Run 1, clock network drawn from the DEF:
Scale: 1 px per um.
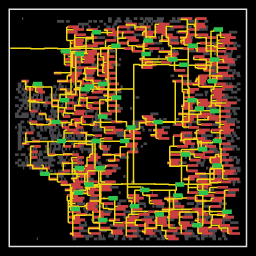
Run 1, sequential cells colored by netlist name:
Scale: 2 px per um. Other sequential cells in the stronger gray, the rest of the logic in the fainter gray.
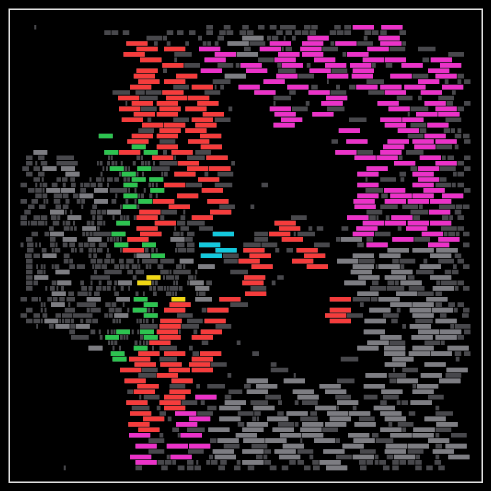
Run 1, M4 wires:
Scale: 1.5 px per um.
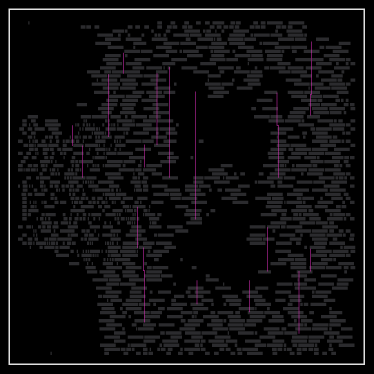
Design fetch_pair_unit_flat, sky130hd; sources not shown.
==> run summary, run 1 <==
Entry: Yosys synthesis followed by OpenROAD place and route.

Power and ir drop:
- The power report lists cell-internal power as between 5000 and 6000 uW.
- The run gives the proportion of total power due to net switching as 20.4%.

GRT:
- The run puts the first-pass GRT wire length at a little over 60000 um.
- Entering global routing, the biggest net connects 95 pins.
- The run puts the number of global-route vias before repair at 10000.

Floorplanning:
- The run puts the x dimension of the die at 236 um.
- The run gives the die outline area as around 56000 um2.

Logic synthesis:
- The run puts the post-synthesis area per instance at about 17 um2.
- The run puts the number of flops mapped to enable cells by yosys at 380.
- The run puts the number of warnings reported in the yosys synthesis log at 0.
- The run gives the synthesized area as 17800 um2.

Finish:
- The finished layout holds 1928 standard cells, fillers aside.

CTS:
- The run gives the count of buffers added by post-CTS timing repair for setup as 0.
- The run puts the clock transition at the register clock pins on the worst setup and hold paths after CTS at 0.06 ns.
- For this design, the CTS-stage hold fixing added 0 buffers.
- Looking at the clock tree report, the root buffer type is sky130_fd_sc_hd__clkbuf_16.

Worst setup path:
- The worst setup path is captured at an output port.
- The critical path is of the flop to output port type.
- The run gives the cell count of the worst reg-to-reg path as 12.
- STA classifies the critical path startpoint as a flop.
- Per the STA report, the cell with the highest stage delay on the worst path is sky130_fd_sc_hd__buf_4.

Outcome:
- The flow ran to the end, and the final reports show no timing, DRC or antenna violations.

Timing:
- The run puts the clock period minus final worst setup slack at between 4 and 5 ns.
- Setup repair after global routing left no endpoint under its margin.
- The run gives the post-route fraction of the period consumed by the critical path as 84.3%.

Job:
- The run puts the tally of max-capacitance violations at 0.

Place:
- The run puts the port buffer count at 206.
- The run puts the estimated wirelength of the detail-placed design at 22900 um.

Worst hold path:
- The run puts the count of cells along the worst hold path at 2.
-- 'clock network drawn from the DEF' (at the start) --
[flip-flops] red | count: 450
[clock-net drivers] green | count: 48
[clock wires] yellow | length: 5630 um
routed clock nets: 49
flops lie: widely spread
Worst-Skew Late Latency: 0.55 ns
clock network power consumption: 2950 uW

-- 'sequential cells colored by netlist name' (at the start) --
| signal | color | sequential cells |
|---|---|---|
| u_core.fifo_count | yellow | 3 |
| u_core.mem_i1_q | magenta | 128 |
| u_core.mem_s2_q | cyan | 4 |
| u_core.req_pc_q | green | 30 |
| u_core.mem_pc_q | red | 120 |
sequential group power: 3750 uW
final core utilization: 43.8%
Seq area share: 58.2%
area occupied by registers: 12800 um2

-- 'M4 wires' (at the start) --
main direction: vertical
wire length on this layer: 618 um
wire length reported by the detailed router: 39200 um
routed via count: 9615

==> run 1: synth_stat cells, drive strengths merged, types with 2 or more instances <==
master / instances / area [um2]
edfxtp: 380 / 11400
mux4: 95 / 2140
nand2: 74 / 278
dfxtp: 70 / 1400
and2: 63 / 394
clkbuf: 45 / 169
a21oi: 41 / 205
and3: 37 / 231
nor2: 37 / 139
buf: 30 / 188
a211oi: 22 / 180
xnor2: 18 / 158
inv: 13 / 48.8
xor2: 11 / 96.3
a2111oi: 10 / 169
ha: 9 / 113
nand3: 9 / 45.0
and4: 8 / 70.1
nand4: 8 / 50.1
or2: 7 / 43.8
o21ai: 5 / 25.0
mux2i: 4 / 40.0
o2111ai: 4 / 35.0
o211ai: 4 / 30.0
o21bai: 3 / 22.5
o21a: 2 / 15.0
o22ai: 2 / 12.5
or3: 2 / 12.5
or4: 2 / 18.8
==> run 1: per-stage QoR <==
step           instance area [um2]  worst slack (ns)  util, %  total power, uW
6_report                     22000             0.870     43.8             6980
5_1_grt                      22000             0.644     43.8             7240
4_1_cts                      22000             0.705     43.8             7080
3_5_place_dp                 20600              1.31     41.0             4100
3_3_place_gp                 20600              1.31     41.0             4090
2_1_floorplan                17800              1.06        -             3940
==> run 1: power by group through the flow <==
stage                     combinational [uW]  sequential, uW  clock (uW)
after floorplan                          135            3800           0
after global placement                   277            3810           0
after detailed placement                 281            3820           0
after CTS                                283            3750        3050
after global routing                     303            3750        3180
final                                    278            3750        2950
==> run 1: worst max-delay path: cells and delay by family (launching register included) <==
kind                   cells  cell delay (ns)
buffers and inverters      2             1.40
flip-flops                 1             0.67
multiplexers               1             0.41
AND/OR/NAND/NOR            1             0.27
==> run 1: layout make-up <==
type                       count  area (um2)  area share [%]
antenna                        2        5.00          0.0227
clock buffer                  67        1340            6.06
clock inverter                14        97.6           0.443
inverter                      14        52.6           0.239
multi-input combinational    489        4640            21.1
sequential                   450       12800            58.2
tap                          672         841            3.82
timing repair buffer         220        2240            10.2
==> run 1: per-layer routing <==
layer	share of wire, %	up-vias	GRT usage, %
li1	-	4389	-
met1	45	4947	19.1
met2	50	233	23.1
met3	4.4	46	2.96
met4	1.6	0	3.08
met5	0	-	0
==> run 1: cells by family (layout without fill, tap and decap cells) <==
logic type | after synthesis | count (layout) | synth area share, %
adders and majority gates | 10 | 10 | 0.744
xor gates and xnor gates | 29 | 29 | 1.42
buffers and inverters | 89 | 315 | 2.29
and+or+nand+nor | 253 | 253 | 7.43
DFF | 450 | 450 | 71.8
other | 1 | 4 | 0.0210
AOI/OAI and AO/OA | 96 | 96 | 4.03
muxes | 99 | 99 | 12.2
==> run 2: changes to the inputs <==
==> constraint.sdc (replaced) <==
create_clock -name clk -period 4.54 [get_ports clk]
set_clock_uncertainty 0.2 [all_clocks]
set_input_delay 0.908 -clock clk [delete_from_list [all_inputs] [get_ports clk]]
set_output_delay 0.908 -clock clk [all_outputs]
set_load 0.02 [all_outputs]
Run 2, wiring by layer:
Scale: 1.5 px per um.
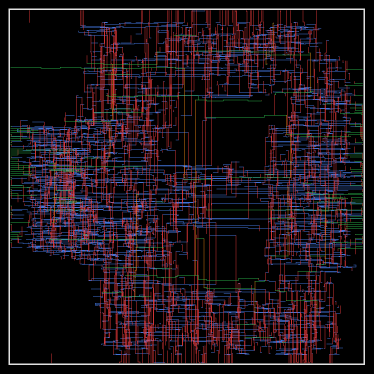
| layer | color | wire length |
|---|---|---|
| M4 | orange | 607 um |
| M2 | red | 19000 um |
| M1 | blue | 17300 um |
| M3 | green | 2220 um |
routed via count: 9610
Wirelength per Cell: 20.1 um
total track usage: 13.9%
wire length reported by the detailed router: 39200 um

==> run 2 against run 1 <==
Critical path depth rose by 3. Highest routed layer unchanged. Largest cell class unchanged. Die area did not move. Largest power group unchanged. Core utilization rose by 0.67 points. Combinational power rose by 23%. Count of clock-buffer cells in the layout rose by 7. First-iteration DRC count fell by 10%. Total power rose by 27%. Sequential cell count did not move. Sequential share of layout area fell by 0.88 points.
==> run summary, run 2 <==
Entry: Yosys synthesis followed by OpenROAD place and route.

Floorplanning:
- According to the floorplan report, the total die area is approximately 56000 um2.
- The run gives the x dimension of the die as roughly 240 um.

Place:
- The run puts the post-placement worst setup slack at 0.702 ns.
- The run gives the cell area reported after detailed placement as ~21000 um2.
- The run puts the estimated wirelength of the detail-placed design at 24300 um.

Worst setup path:
- For this design, the slowest cell found on the critical path is sky130_fd_sc_hd__clkdlybuf4s50_1.
- The worst setup path is launched from a flop.
- The run puts the cell count along the critical path at 7.
- The number of buffers and inverters on the critical path is 4.
- The worst setup path is captured at an output port.

Logic synthesis:
- The run puts the area fraction in and, or, nand and nor cells at 7.43%.
- The run gives the combinational family with the most area after synthesis as multiplexers.
- For reference, the top cells by count after synthesis are sky130_fd_sc_hd__edfxtp_1, sky130_fd_sc_hd__mux4_2, sky130_fd_sc_hd__nand2_1.
- The run puts the share of Yosys cell area claimed by the top area cell type at 64.0%.
- The run gives the multiplexer area fraction after synthesis as 12.2%.
- The run gives the xor and xnor area share after synthesis as 1.42%.
- The run puts the compound-gate portion of the synthesized area at 4.03%.

GRT:
- The run gives the largest net degree at the start of global routing as 65.
- The number of global-route vias before repair was 10100.
- The run puts the first-pass GRT wire length at approximately 60000 um.

Worst hold path:
- The report gives the cell count of the worst hold path as 2.

Power and ir drop:
- The run gives the overall power as 8870 uW.

Outcome:
- The run finished with clean final reports.

Timing:
- The run puts the final worst slack at 0.505 ns.
- The run puts the post-route fraction of the period consumed by the critical path at 88.9%.
- Setup repair after global routing left no endpoint under its margin.
- The run puts the clock period minus final worst setup slack at around 4 ns.

CTS:
- Clock latency on the worst-skew pair, taken at its later pin, is 0.56 ns.
- The run puts the count of buffers added by post-CTS timing repair for setup at 0.

Finish:
- The finished cells cover 22400 um2.
Run 2, routing congestion:
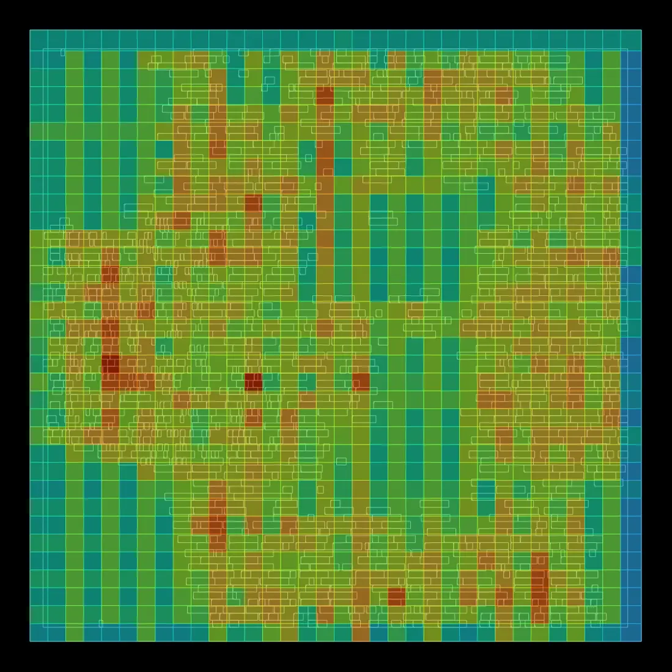
grt met3 use: 3.51%
final core utilization: 44.5%
layer with the highest usage after global routing: met2
met2 global-route usage: 22.8%
met1 GRT Util: 18.8%

## run 2: layout make-up
| class | instances | area (um2) | share of cell area [%] |
|---|---|---|---|
| clock buffers | 74 | 1480 | 6.63 |
| clock inverters | 18 | 146 | 0.655 |
| inverters | 14 | 52.6 | 0.235 |
| multi-input cells | 489 | 4640 | 20.7 |
| flip-flops and latches | 450 | 12800 | 57.3 |
| well taps | 672 | 841 | 3.76 |
| repair buffers | 236 | 2380 | 10.7 |
## run 2: worst register-to-register path: stages (launching register included)
cell and delay (ns):
sky130_fd_sc_hd__dfxtp_1 0.34, sky130_fd_sc_hd__nor3_1 0.18, sky130_fd_sc_hd__buf_4 0.17, sky130_fd_sc_hd__inv_2 0.09, sky130_fd_sc_hd__and2_1 0.18, sky130_fd_sc_hd__ha_1 0.17
sky130_fd_sc_hd__inv_1 0.05, sky130_fd_sc_hd__ha_1 0.21, sky130_fd_sc_hd__and3b_1 0.21, sky130_fd_sc_hd__or4_4 0.66, sky130_fd_sc_hd__a2111oi_2 0.40, sky130_fd_sc_hd__xnor2_1 0.12
sky130_fd_sc_hd__a211oi_1 0.22
## run 2: where the power goes
part	internal (uW)	switching (uW)
Clock	2370	1570
Combinational	174	168
Sequential	4520	54.5
## run 2: per-layer routing
| metal | routed length (um) | up-vias | part of all wire (%) | global-route usage, % |
|---|---|---|---|---|
| met5 | 0 | - | 0 | 0 |
| met4 | 606 | 0 | 1.5 | 3.15 |
| met3 | 2220 | 43 | 5.7 | 3.51 |
| met2 | 19000 | 252 | 49 | 22.8 |
| met1 | 17300 | 4887 | 44 | 18.8 |
| li1 | - | 4428 | - | - |
## run 2: cells by family after synthesis
| logic type | after synthesis |
|---|---|
| AND-OR/OR-AND | 96 |
| multiplexers | 99 |
| XOR/XNOR | 29 |
| buffers and inverters | 89 |
| other | 1 |
| adder cells (fa/ha/maj) | 10 |
| flip-flops | 450 |
| AND/OR/NAND/NOR | 253 |
## run 2: per-stage QoR
step | util [%] | hold WS (ns)
finish | 44.5 | 0.281
global route | 44.5 | 0.316
CTS | 44.5 | 0.288
detailed placement | 41.2 | 0.280
global placement | 41.2 | 0.266
floorplan | - | 0.240
Power is estimated from default activity; no workload was simulated.
